===== src/rtl/lfsr_pkg.sv =====
// Shared constants and types for the LFSR family: maximal-length tap masks
// and the generator's FSM encoding.
package lfsr_pkg;

    localparam logic [3:0]  TAPS_4  = 4'b1100;
    localparam logic [7:0]  TAPS_8  = 8'hB8;
    localparam logic [15:0] TAPS_16 = 16'hB400;
    localparam logic [31:0] TAPS_32 = 32'h80200003;

    typedef enum logic {
        IDLE = 1'b0,
        RUN  = 1'b1
    } fsm_t;

endpackage


===== src/rtl/lfsr_next.sv =====
// Fibonacci LFSR next-state function: shift left, XOR of tapped bits into bit 0.
// Purely combinational so scramblers can reuse it.
module lfsr_next #(
    parameter int               WIDTH = 4,
    parameter logic [WIDTH-1:0] TAPS  = 4'b1100
) (
    input  logic [WIDTH-1:0] state,
    output logic [WIDTH-1:0] next
);

    assign next = {state[WIDTH-2:0], ^(state & TAPS)};

endmodule


===== src/rtl/lfsr_gen.sv =====
// Parametrised LFSR source with seed load, zero-seed protection, valid/ready
// output stream and period measurement against the last loaded seed.
module lfsr_gen
    import lfsr_pkg::*;
#(
    parameter int               WIDTH = 4,
    parameter logic [WIDTH-1:0] TAPS  = TAPS_4,
    parameter logic [WIDTH-1:0] SEED  = WIDTH'(1)
) (
    input  logic             CLK,
    input  logic             RST,
    input  logic             en,
    input  logic             load,
    input  logic [WIDTH-1:0] seed_in,
    input  logic             out_ready,
    output logic             out_valid,
    output logic [WIDTH-1:0] out,
    output logic             wrap,
    output logic [WIDTH-1:0] period,
    output logic             lockup_err
);

    fsm_t             fsm, fsm_nxt;
    logic [WIDTH-1:0] state, state_nxt;
    logic [WIDTH-1:0] ref_seed, ref_seed_nxt;
    logic [WIDTH-1:0] step_cnt, step_cnt_nxt;
    logic [WIDTH-1:0] period_nxt;
    logic             wrap_nxt;
    logic             lockup_nxt;
    logic [WIDTH-1:0] lfsr_step;
    logic             handshake;

    lfsr_next #(
        .WIDTH (WIDTH),
        .TAPS  (TAPS)
    ) u_next (
        .state (state),
        .next  (lfsr_step)
    );

    always_ff @(posedge CLK) begin
        if (RST) begin
            fsm        <= IDLE;
            state      <= SEED;
            ref_seed   <= SEED;
            step_cnt   <= '0;
            period     <= '0;
            wrap       <= 1'b0;
            lockup_err <= 1'b0;
        end else begin
            fsm        <= fsm_nxt;
            state      <= state_nxt;
            ref_seed   <= ref_seed_nxt;
            step_cnt   <= step_cnt_nxt;
            period     <= period_nxt;
            wrap       <= wrap_nxt;
            lockup_err <= lockup_nxt;
        end
    end

    // Load outranks the handshake: a word accepted in the same cycle is
    // dropped, and a zero seed falls back to SEED so the state never locks up.
    always_comb begin
        fsm_nxt      = fsm;
        state_nxt    = state;
        ref_seed_nxt = ref_seed;
        step_cnt_nxt = step_cnt;
        period_nxt   = period;
        wrap_nxt     = 1'b0;
        lockup_nxt   = 1'b0;
        if (load) begin
            fsm_nxt      = IDLE;
            step_cnt_nxt = '0;
            period_nxt   = '0;
            if (seed_in != '0) begin
                state_nxt    = seed_in;
                ref_seed_nxt = seed_in;
            end else begin
                state_nxt    = SEED;
                ref_seed_nxt = SEED;
                lockup_nxt   = 1'b1;
            end
        end else begin
            case (fsm)
                IDLE: begin
                    if (en) begin
                        fsm_nxt = RUN;
                    end
                end
                RUN: begin
                    if (handshake) begin
                        state_nxt = lfsr_step;
                        if (lfsr_step == ref_seed) begin
                            wrap_nxt     = 1'b1;
                            period_nxt   = step_cnt + WIDTH'(1);
                            step_cnt_nxt = '0;
                        end else begin
                            step_cnt_nxt = step_cnt + WIDTH'(1);
                        end
                        if (!en) begin
                            fsm_nxt = IDLE;
                        end
                    end
                end
                default: fsm_nxt = IDLE;
            endcase
        end
    end

    always_comb begin
        out_valid = (fsm == RUN);
        out       = state;
        handshake = out_valid & out_ready;
    end

endmodule


===== config.mk =====
export PLATFORM = sky130hd
export DESIGN_NAME = lfsr_gen
export DESIGN_NICKNAME = d
export VERILOG_FILES = /design/src/rtl/lfsr_pkg.sv /design/src/rtl/lfsr_next.sv /design/src/rtl/lfsr_gen.sv
export SDC_FILE = /design/constraint.sdc
export NUM_CORES = 1
export LEC_CHECK = 0
export CORE_MARGIN = 2
export CORE_UTILIZATION = 47
export CTS_CLUSTER_SIZE = 30
export DETAILED_ROUTE_END_ITERATION = 12
export GPL_TIMING_DRIVEN = 0
export PLACE_DENSITY = 0.77
export REMOVE_ABC_BUFFERS = 1
export SLEW_MARGIN = 20
export SYNTH_ARGS = -nofsm -noshare
export SYNTH_HDL_FRONTEND = slang
export SYNTH_SLANG_ARGS = --single-unit

===== constraint.sdc =====
create_clock -name CLK -period 1.8 [get_ports CLK]
set_clock_uncertainty 0.1 [all_clocks]
set_input_delay 0.27 -clock CLK [delete_from_list [all_inputs] [get_ports CLK]]
set_output_delay 0.27 -clock CLK [all_outputs]
set_load 0.01 [all_outputs]

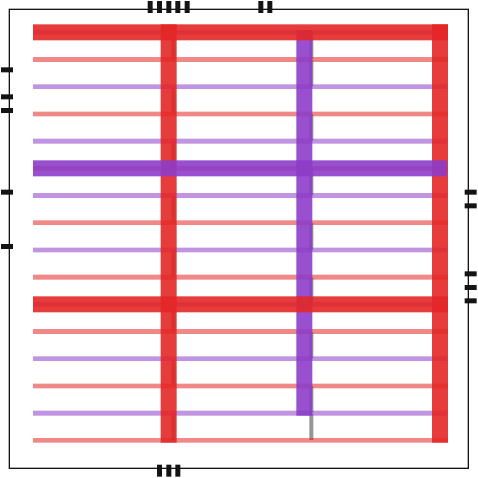
*Power grid*
Scale: 10 px per um. Pins as bars on the die edge. Tap cells in gray.
VSS: marked red. VDD: marked purple.
20 signal pins sit on the boundary. 16 met1 rails follow the rows. The core has 15 rows. 17 tap cells.
die width: 45.8 um
floorplan die height: 45.8 um

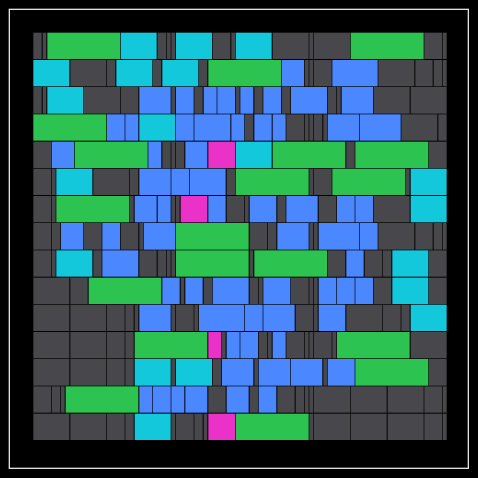
*Cells colored by class*
Scale: 10 px per um. Fill, decap, tap and diode cells in gray.
sequential cells: marked green, cells 19, share of their area 37%. clock drivers and dummy loads: marked magenta, cells 4, share of their area 2.6%. remaining buffers and delay cells: marked cyan, cells 19, share of their area 19%. combinational and other logic: marked blue, cells 65, share of their area 42%.
fraction of area in registers: 36.4%
final design instance area without fill: 0.00105 sq mm
Finished Core Util: 61.9%
Core Region: 0.00169 sq mm
Row Count: 15

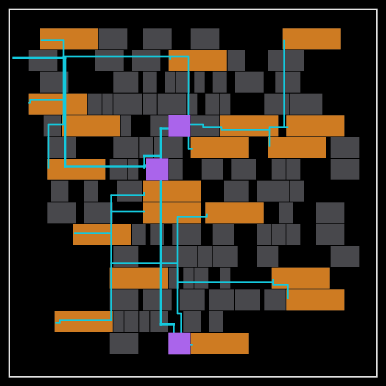
*Clock wires, drivers and flops*
Scale: 8 px per um.
clock drivers: marked purple, count 3. flip-flops: marked orange, count 19. clock wires: marked cyan, length 229 um.
There are 4 routed clock nets.
relative contribution of the clock network to total power: 28.2%
power in the clock group: 216 uW

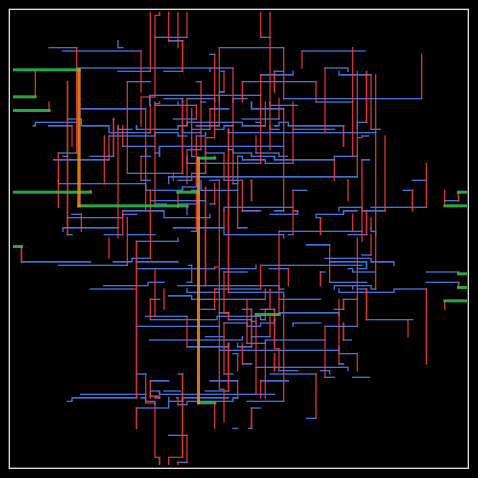
*Wiring by layer*
Scale: 10 px per um.
metal 2: marked red, wire length 660 um. metal 3: marked green, wire length 44.9 um. metal 4: marked orange, wire length 38.1 um. metal 1: marked blue, wire length 776 um.
wirelength, routed: 1520 um
Global Route Usage Sum: 17.6%
via count: 669
routed len/inst: 12.2 um

synthesized netlist by cell type (all sizes together), types with 2 or more instances:
| library cell | n | area (sq um) |
|---|---|---|
| mux2i | 4 | 40.0 |
| clkbuf | 3 | 11.3 |
| a21oi | 9 | 45.0 |
| xor2 | 6 | 52.6 |
| inv | 2 | 7.51 |
| xnor2 | 5 | 43.8 |
| a211oi | 3 | 22.5 |
| dfxtp | 19 | 380 |
| nor2 | 3 | 18.8 |
| nor3 | 6 | 30.0 |
| o21ai | 5 | 25.0 |
| nand3 | 2 | 10.0 |
| nor2b | 3 | 18.8 |
| nand2 | 8 | 32.5 |
layer usage:
layer | global-route usage [%] | vias up
met1 | 25.0 | 309
li1 | - | 340
met3 | 3.17 | 5
met5 | 0 | -
met4 | 10.3 | 0
met2 | 24.8 | 15
==> results_dict.tcl <==
# metrics dict for downstream scripts
set metrics [dict create \
    ys_chip_area_sq_um 820 \
    detailed_place_hpwl_um 1150 \
    slowest_stage "sky130_fd_sc_hd__clkdlybuf4s50_1" \
    period_needed_ns 1.68 \
    leakagePower_uw 0.000385 \
    holdPathStages 2 \
    simple_gate_share_pct 19.7 \
    worstHoldEndpoint "period[1]" \
    clkTransAtPathRegs_ns 0.10 \
    first_global_vias 614 \
    edf_count 0 \
    report.final.slew_viol_count 0 \
    post_synth_instance_area_sq_um 820 \
    grt_setup_unrepaired "false" \
    area.share.combinational_pct 40.2 \
    final_layout_size_suffix_gt1_share_pct 7.48 \
    worstSkewPairLatency_ns 0.30 \
    synth_cell_types 25 \
    crit_buf_inv 1 \
    top_fanout_value_on_the_critical_path 5 \
    switching_share_pct 25.2 \
    synthXorXnorAreaFrac_pct 11.8 \
    finalWeightedCongestion 0.788 \
    power.group.top "registers" \
    wl_met1_um 775 \
    average_size_of_a_mapped_cell_sq_um 9.42 \
    worst_setup_path_end_kind "output port" \
    post_cts.repair.setup_buffers 0 \
    synth.area.mux_share_pct 4.89 \
    combGateArea_sq_um 420 \
    critical_path.top_delay_family "buffers and inverters" \
    outcome "finished clean" \
    area_enclosed_by_the_die_boundary_sq_mm 0.00209 \
    p_switching_uw 193 \
    max-cap-violations 0 \
    seq_power_share_pct 58.3 \
    asyncSetResetFlopFracSynth_pct 0 \
    yosys-dominant-comb-family "simple AND/OR/NAND/NOR gates" \
    share_of_final_layout_cell_area_taken_by_clock_buffers_and_inverters_pct 2.51 \
    cts_num_sinks 19 \
    number_of_cells_in_yosys_stat 87 \
    hold-worst-slack_ns 0.390 \
    io-pin-count 20 \
    met3WireLength_um 44 \
    seq_pwr_uw 446 \
    powerDensity_mw_per_mm2 731 \
    mostFrequentLayoutCells "sky130_fd_sc_hd__clkdlybuf4s50_1 (19), sky130_fd_sc_hd__dfxtp_1 (19), sky130_fd_sc_hd__a21oi_1 (9)" \
    combinationalPower_uw 103 \
    ff2ff_setup_slack_ns 0.20 \
    io_buffers 19 \
    multi_input_comb_cells 63 \
    nWellTaps 17 \
    share_comb_of_total_power_pct 13.5 \
    detail-route-antenna-nets 0 \
    met2RoutedLength_um 659 \
    area_growth_pct 27.6 \
    power.internal_uw 572 \
    synthAoiAreaFrac_pct 13.4 \
    hold_viol_final 0 \
    ys.flops 19 \
    worst_path_max_stage_delay_ns 0.58 \
    critical_path.cell_chain "clkdlybuf4s50_1" \
    dpl_cell_area_sq_mm 0.00102 \
    setup_violations 0 \
    crit-reg2reg-capture "period[0]" \
    topmost_layer_with_routed_signal_wires "met4" \
    fin_cells 124 \
    worstSetupPathType "flip-flop to output port" \
    cts-resized-gates 0 \
    non_clk_buf_share_pct 18.2 \
    nonclk_buf_count 19 \
    power_uw 765 \
    timing.critical_path.arrival_ns 1.31 \
    adder_share_pct 1.53 \
    synth_cells 87 \
    maximum_number_of_pins_on_one_net_before_global_route_repair 12 \
    launch_instance_of_the_worst_register_to_register_path "out[2]" \
    worst_slack_ns 0.115 \
    area_dominant_class "multi-input combinational cells" \
    crit_path_start "out[2]" \
    tightest_slew_ns 0.408 \
    clk_root_buffer_cell "sky130_fd_sc_hd__clkbuf_4" \
    viasPerCell 5.40 \
    post-route-drc-count 0 \
    setup_slack_at_placement_ns -0.191 \
    floorplan.core_util_pct 48.5 \
    clkbuf_count 4 \
    achievable-frequency_mhz 594 \
    numPlacedInstances 120 \
    design.final.nets 118 \
    design.seq.count 19 \
    cts_hold_repair.buffers 0 \
    ff_type "sky130_fd_sc_hd__dfxtp_1" \
    worst_r2r_path_depth 4 \
    number_of_openroad_warnings 25 \
    layout.area.seq_sq_um 380 \
    clock_tree.buffer_depth 2 \
    ys_warn_count 0 \
    timing.hold.worst.start "period[1]" \
    grt_pass1_wl_um 2660 \
    grt_antenna_before_repair 0 \
    hp-class "flip-flop to flip-flop" \
    synth-seq-area-share_pct 46.4 \
    timing.slew.headroom_pct 72.5 \
    cp.required_ns 1.43 \
    cp.depth 1 \
    h_tree_level_count 1 \
    worstSetupStartpointType "flip-flop" \
    fill_cells 150 \
    fin_tns_setup_ns 0 \
    worst_setup_path_endpoint "out[2]" \
    insertedDiodeCount 0 \
    number_of_buffers_added_by_the_clock_tree_synthesis_step 3 \
    gr-total-overflow 0 \
    drt_first_pass_iters 4 \
    cts_tree "built" \
    max-vdd-ir-drop_uv 486 \
    inverters 2 \
    layout_worst_path_cycle_share_pct 93.6 \
    drt-initial-drc-count 6 \
]
Power and IR drop assume default switching activity.
